==> src/rtl/signed_divider_pkg.sv <==
// Shared types and constants for the 32/16 signed restoring divider.
// Latency: n/a (package only).
// Backpressure: n/a (package only).
// Contents: FSM state enum, operand widths, iteration count, counter width,
// overflow bounds and magnitude helpers.
package signed_divider_pkg;

  localparam int DVD_W = 32;
  localparam int DVS_W = 16;
  localparam int ITER  = 32;
  localparam int CNT_W = $clog2(ITER);

  // Largest quotient magnitudes representable in DVS_W bits, one per sign.
  localparam logic [DVD_W-1:0] Q_POS_MAX = DVD_W'((2 ** (DVS_W - 1)) - 1);
  localparam logic [DVD_W-1:0] Q_NEG_MAX = DVD_W'(2 ** (DVS_W - 1));

  typedef enum logic [1:0] {
    IDLE = 2'd0,
    CALC = 2'd1,
    SIGN = 2'd2,
    DONE = 2'd3
  } state_t;

  // Magnitude of a two's complement value; the most negative input maps to
  // its unsigned magnitude (e.g. 0x80000000 stays 0x80000000).
  function automatic logic [DVD_W-1:0] abs_dvd(input logic [DVD_W-1:0] v);
    return v[DVD_W-1] ? (~v + 1'b1) : v;
  endfunction

  function automatic logic [DVS_W-1:0] abs_dvs(input logic [DVS_W-1:0] v);
    return v[DVS_W-1] ? (~v + 1'b1) : v;
  endfunction

endpackage

==> src/rtl/div_restore_step.sv <==
// One radix-2 restoring division iteration (combinational).
// Latency: 0 cycles.
// Backpressure: none; pure function of its inputs.
// Ports: rem_in/quo_in = current partial remainder and quotient register,
// dvs = divisor magnitude, rem_out/quo_out = values after one iteration.
module div_restore_step
  import signed_divider_pkg::*;
(
  input  logic [DVS_W:0]   rem_in,
  input  logic [DVD_W-1:0] quo_in,
  input  logic [DVS_W-1:0] dvs,
  output logic [DVS_W:0]   rem_out,
  output logic [DVD_W-1:0] quo_out
);

  // One extra bit above the shifted remainder so the subtraction borrow
  // lands in a dedicated sign bit.
  logic [DVS_W+1:0] rem_sh;
  logic [DVS_W+1:0] diff;

  always_comb begin
    rem_sh = {rem_in, quo_in[DVD_W-1]};
    diff   = rem_sh - {2'b00, dvs};
    if (diff[DVS_W+1]) begin
      // Borrow: divisor did not fit, keep the shifted remainder.
      rem_out = rem_sh[DVS_W:0];
      quo_out = {quo_in[DVD_W-2:0], 1'b0};
    end else begin
      rem_out = diff[DVS_W:0];
      quo_out = {quo_in[DVD_W-2:0], 1'b1};
    end
  end

endmodule

==> src/rtl/signed_divider_32by16.sv <==
// Sequential signed 32/16 divider, restoring radix-2 on magnitudes.
// Latency: 34 edges from accept to out_valid (1 edge on divide-by-zero).
// Backpressure: in_ready only in IDLE; result held in DONE until out_ready.
// Ports: clk, rst_n (sync, active-low); in_valid/in_ready + dividend/divisor;
// out_valid/out_ready + quotient/remainder/ovf/dbz, all registered.
module signed_divider_32by16
  import signed_divider_pkg::*;
(
  input  logic             clk,
  input  logic             rst_n,
  input  logic             in_valid,
  output logic             in_ready,
  input  logic [DVD_W-1:0] dividend,
  input  logic [DVS_W-1:0] divisor,
  output logic             out_valid,
  input  logic             out_ready,
  output logic [DVS_W-1:0] quotient,
  output logic [DVS_W-1:0] remainder,
  output logic             ovf,
  output logic             dbz
);

  state_t           state;
  logic [CNT_W-1:0] cnt;
  logic [DVD_W-1:0] quo;
  logic [DVS_W:0]   rem;
  logic [DVS_W-1:0] dvs_mag;
  logic             qsign;
  logic             dsign;

  logic [DVS_W:0]   rem_nxt;
  logic [DVD_W-1:0] quo_nxt;

  div_restore_step u_step (
    .rem_in  (rem),
    .quo_in  (quo),
    .dvs     (dvs_mag),
    .rem_out (rem_nxt),
    .quo_out (quo_nxt)
  );

  always_ff @(posedge clk) begin
    if (!rst_n) begin
      state     <= IDLE;
      in_ready  <= 1'b1;
      out_valid <= 1'b0;
      quotient  <= '0;
      remainder <= '0;
      ovf       <= 1'b0;
      dbz       <= 1'b0;
      cnt       <= '0;
      quo       <= '0;
      rem       <= '0;
      dvs_mag   <= '0;
      qsign     <= 1'b0;
      dsign     <= 1'b0;
    end else begin
      case (state)
        IDLE: begin
          if (in_valid) begin
            quo      <= abs_dvd(dividend);
            rem      <= '0;
            dvs_mag  <= abs_dvs(divisor);
            qsign    <= dividend[DVD_W-1] ^ divisor[DVS_W-1];
            dsign    <= dividend[DVD_W-1];
            cnt      <= '0;
            in_ready <= 1'b0;
            if (divisor == '0) begin
              quotient  <= '0;
              remainder <= '0;
              ovf       <= 1'b0;
              dbz       <= 1'b1;
              out_valid <= 1'b1;
              state     <= DONE;
            end else begin
              state <= CALC;
            end
          end
        end

        CALC: begin
          rem <= rem_nxt;
          quo <= quo_nxt;
          cnt <= cnt + CNT_W'(1);
          if (cnt == CNT_W'(ITER - 1)) begin
            state <= SIGN;
          end
        end

        SIGN: begin
          // The quotient magnitude limit is asymmetric: a negative result
          // may reach 2^15, a positive one only 2^15-1. The low half is
          // emitted even on overflow.
          quotient  <= DVS_W'(qsign ? (~quo + 1'b1) : quo);
          remainder <= DVS_W'(dsign ? (~rem + 1'b1) : rem);
          ovf       <= qsign ? (quo > Q_NEG_MAX) : (quo > Q_POS_MAX);
          dbz       <= 1'b0;
          out_valid <= 1'b1;
          state     <= DONE;
        end

        DONE: begin
          if (out_ready) begin
            out_valid <= 1'b0;
            in_ready  <= 1'b1;
            state     <= IDLE;
          end
        end

        default: begin
          state <= IDLE;
        end
      endcase
    end
  end

endmodule

==> config.mk <==
export PLATFORM = sky130hd
export DESIGN_NAME = signed_divider_32by16
export DESIGN_NICKNAME = d
export VERILOG_FILES = /design/src/rtl/signed_divider_pkg.sv /design/src/rtl/div_restore_step.sv /design/src/rtl/signed_divider_32by16.sv
export SDC_FILE = /design/constraint.sdc
export NUM_CORES = 1
export LEC_CHECK = 0
export ABC_AREA = 0
export CAP_MARGIN = 40
export CORE_AREA = 2 2 143 145
export CTS_BUF_LIST = sky130_fd_sc_hd__clkbuf_16
export DETAILED_ROUTE_END_ITERATION = 16
export DIE_AREA = 0 0 145 147
export GPL_TIMING_DRIVEN = 0
export SLEW_MARGIN = 10
export SYNTH_ARGS = -nofsm -noshare
export SYNTH_HDL_FRONTEND = slang
export SYNTH_SLANG_ARGS = --single-unit
==> constraint.sdc <==
create_clock -name clk -period 3.6 [get_ports clk]
set_clock_uncertainty 0.2 [all_clocks]
set_input_delay 0.36 -clock clk [delete_from_list [all_inputs] [get_ports clk]]
set_output_delay 0.36 -clock clk [all_outputs]
set_load 0.005 [all_outputs]
### PDN straps and rails

The bar under the picture is 50 um long. Pins as bars on the die edge.
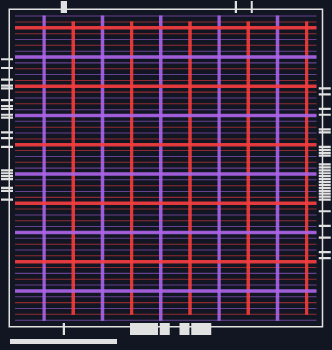
[red] VDD
[purple] VSS
met4 straps: 10
rows: 52
met5 straps: 10
signal pins: 88
met1 rails: 53

### Cell classes on the final placement

Fill, decap, tap and diode cells in gray.
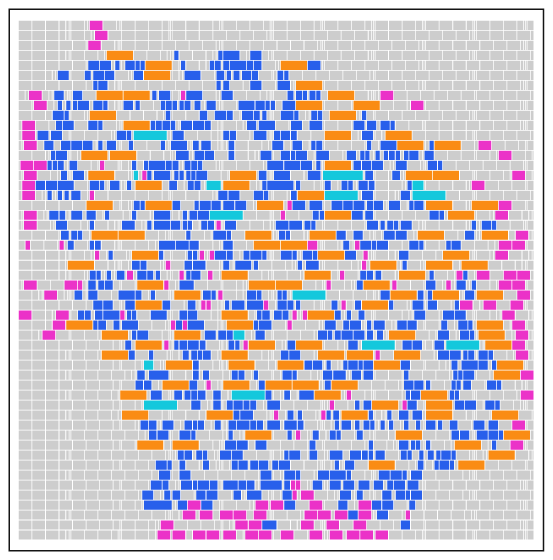
[cyan] clock drivers and dummy loads | cells: 15
[orange] flops | cells: 110
[magenta] other buffers and delay cells | cells: 138
[blue] combinational and other logic | cells: 689

### Clock distribution

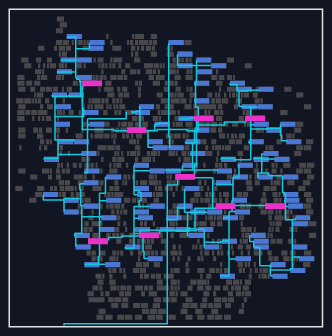
[blue] flip-flops | count: 110
[cyan] clock wires | length: 1420 um
[magenta] clock drivers | count: 9
routed clock nets: 10

### Wiring by layer

The bar under the picture is 50 um long. Two of the layers only.
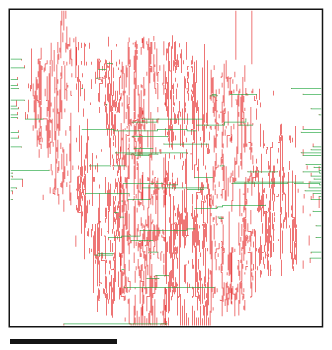
[red] metal 2 | wire length: 8330 um
[green] metal 3 | wire length: 896 um

### Clock nets

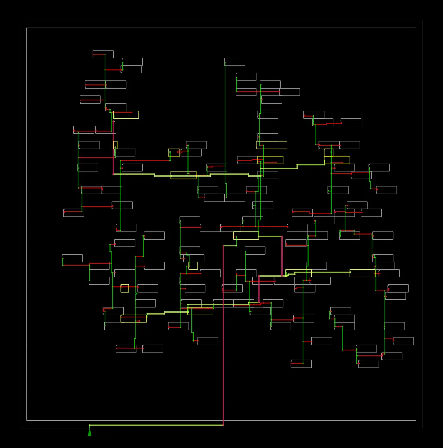
CTS buffer count: 9
clk sink count: 110
latest clock arrival within the worst-skew pair: 360 ps
number of clock buffer instances in the layout: 9

==> run summary <==
Implementation results. Count of TritonRoute iterations in the first routing pass landed at 6. For reference, the final report shows the hold violation count at 0. The number of global-route vias before repair was slightly below 6000. Per the CTS log, the buffer count on the longest clock path is 2.

Total power landed at between 5000 and 6000 uW. Worst hold slack across all endpoints landed at 283 ps. The run finished with clean final reports. Number of antenna violations at the first check in global routing landed at 0. Number of H-tree branching levels landed at 3. The tree is rooted in a clkbuf_16.

In this run, post-CTS hold repair placed 0 buffers. According to the floorplan report, the die width is ~150 um. In the final layout, the registers with the most flip-flops are quo x32, rem x17. According to the floorplan report, the placeable core area is between 15000 and 20000 um2. Total detailed-routing wirelength landed at a little under 20000 um. STA classifies the critical path endpoint as a register.

Post-detailed-route DRC marker count landed at 0. Final count of negative-setup-slack endpoints landed at 0. For the worst min-delay path, the startpoint reported by OpenROAD is remainder[8]. The script computed a power per unit cell area of about 650 nW/um2. Register area share after synthesis landed at 0.322.

Tracing the worst setup path back leads to its startpoint at rem[11]. Of all nets on the critical path, the largest fanout is 10. The violation tally recorded at the end of detailed-routing iteration 0 is approximately 580. The synthesis run shows the most used standard cells to be dfxtp_1 (110), nand2_1 (97), nor2_1 (66), o21ai_0 (62), clkbuf_1 (44). Number of standard cells reported by yosys landed at 853. Yosys synthesis chip area landed at roughly 7000 um2.
==> final timing paths <==
path / endpoint / slack, ps / cells after the start
max: rem[7] / 150 / 11
min: remainder[8] / 280 / 2
max reg2reg: rem[7] / 150 / 11
min reg2reg: remainder[8] / 280 / 2
==> per-stage QoR <==
stage	utilization	worst slack, ps
after floorplan	-	582
after CTS	0.420	91.9
after global placement	0.405	-164
after detailed placement	0.405	-109
after global routing	0.419	9.84
final	0.419	146
==> final cells by class <==
type	instances	area, um2	area share
well taps	270	338	0.0406
clock buffers	9	225	0.0271
inverters	34	128	0.0153
plain buffers	52	201	0.0242
repair buffers	86	861	0.103
flip-flops and latches	110	2200	0.265
multi-input cells	655	4300	0.516
clock inverters	6	70.1	0.00842
==> layer usage <==
| layer | up-vias | track usage | share of wire |
|---|---|---|---|
| li1 | 3264 | - | - |
| met1 | 2991 | 0.267 | 0.51 |
| met2 | 149 | 0.276 | 0.43 |
| met3 | 14 | 0.0332 | 0.047 |
| met4 | 0 | 0.0366 | 0.0098 |
| met5 | - | 0 | 0 |
==> critical path, cell delays in order, from the launching register on <==
cell and delay (ps):
dfxtp_1 420, ha_1 320, clkbuf_1 260, and4_1 320, nand3_1 90, a21oi_1 290
nor4bb_1 100, or4_1 540, clkbuf_1 210, clkbuf_1 250, a32oi_1 260, o31ai_1 90
==> kinds of logic after synthesis <==
| logic type | Yosys count | synth area share |
|---|---|---|
| AND-OR/OR-AND | 250 | 0.249 |
| XOR/XNOR | 81 | 0.104 |
| adder cells (fa/ha/maj) | 27 | 0.0505 |
| buffers and inverters | 88 | 0.0489 |
| flip-flops | 110 | 0.322 |
| multiplexers | 20 | 0.0295 |
| AND/OR/NAND/NOR | 277 | 0.195 |
==> where the power goes <==
group	internal [uW]	switching [uW]
logic	1080	1620
clock network	544	479
registers	1450	251
Power figures rest on the tool's default switching activity, not on a simulated workload.
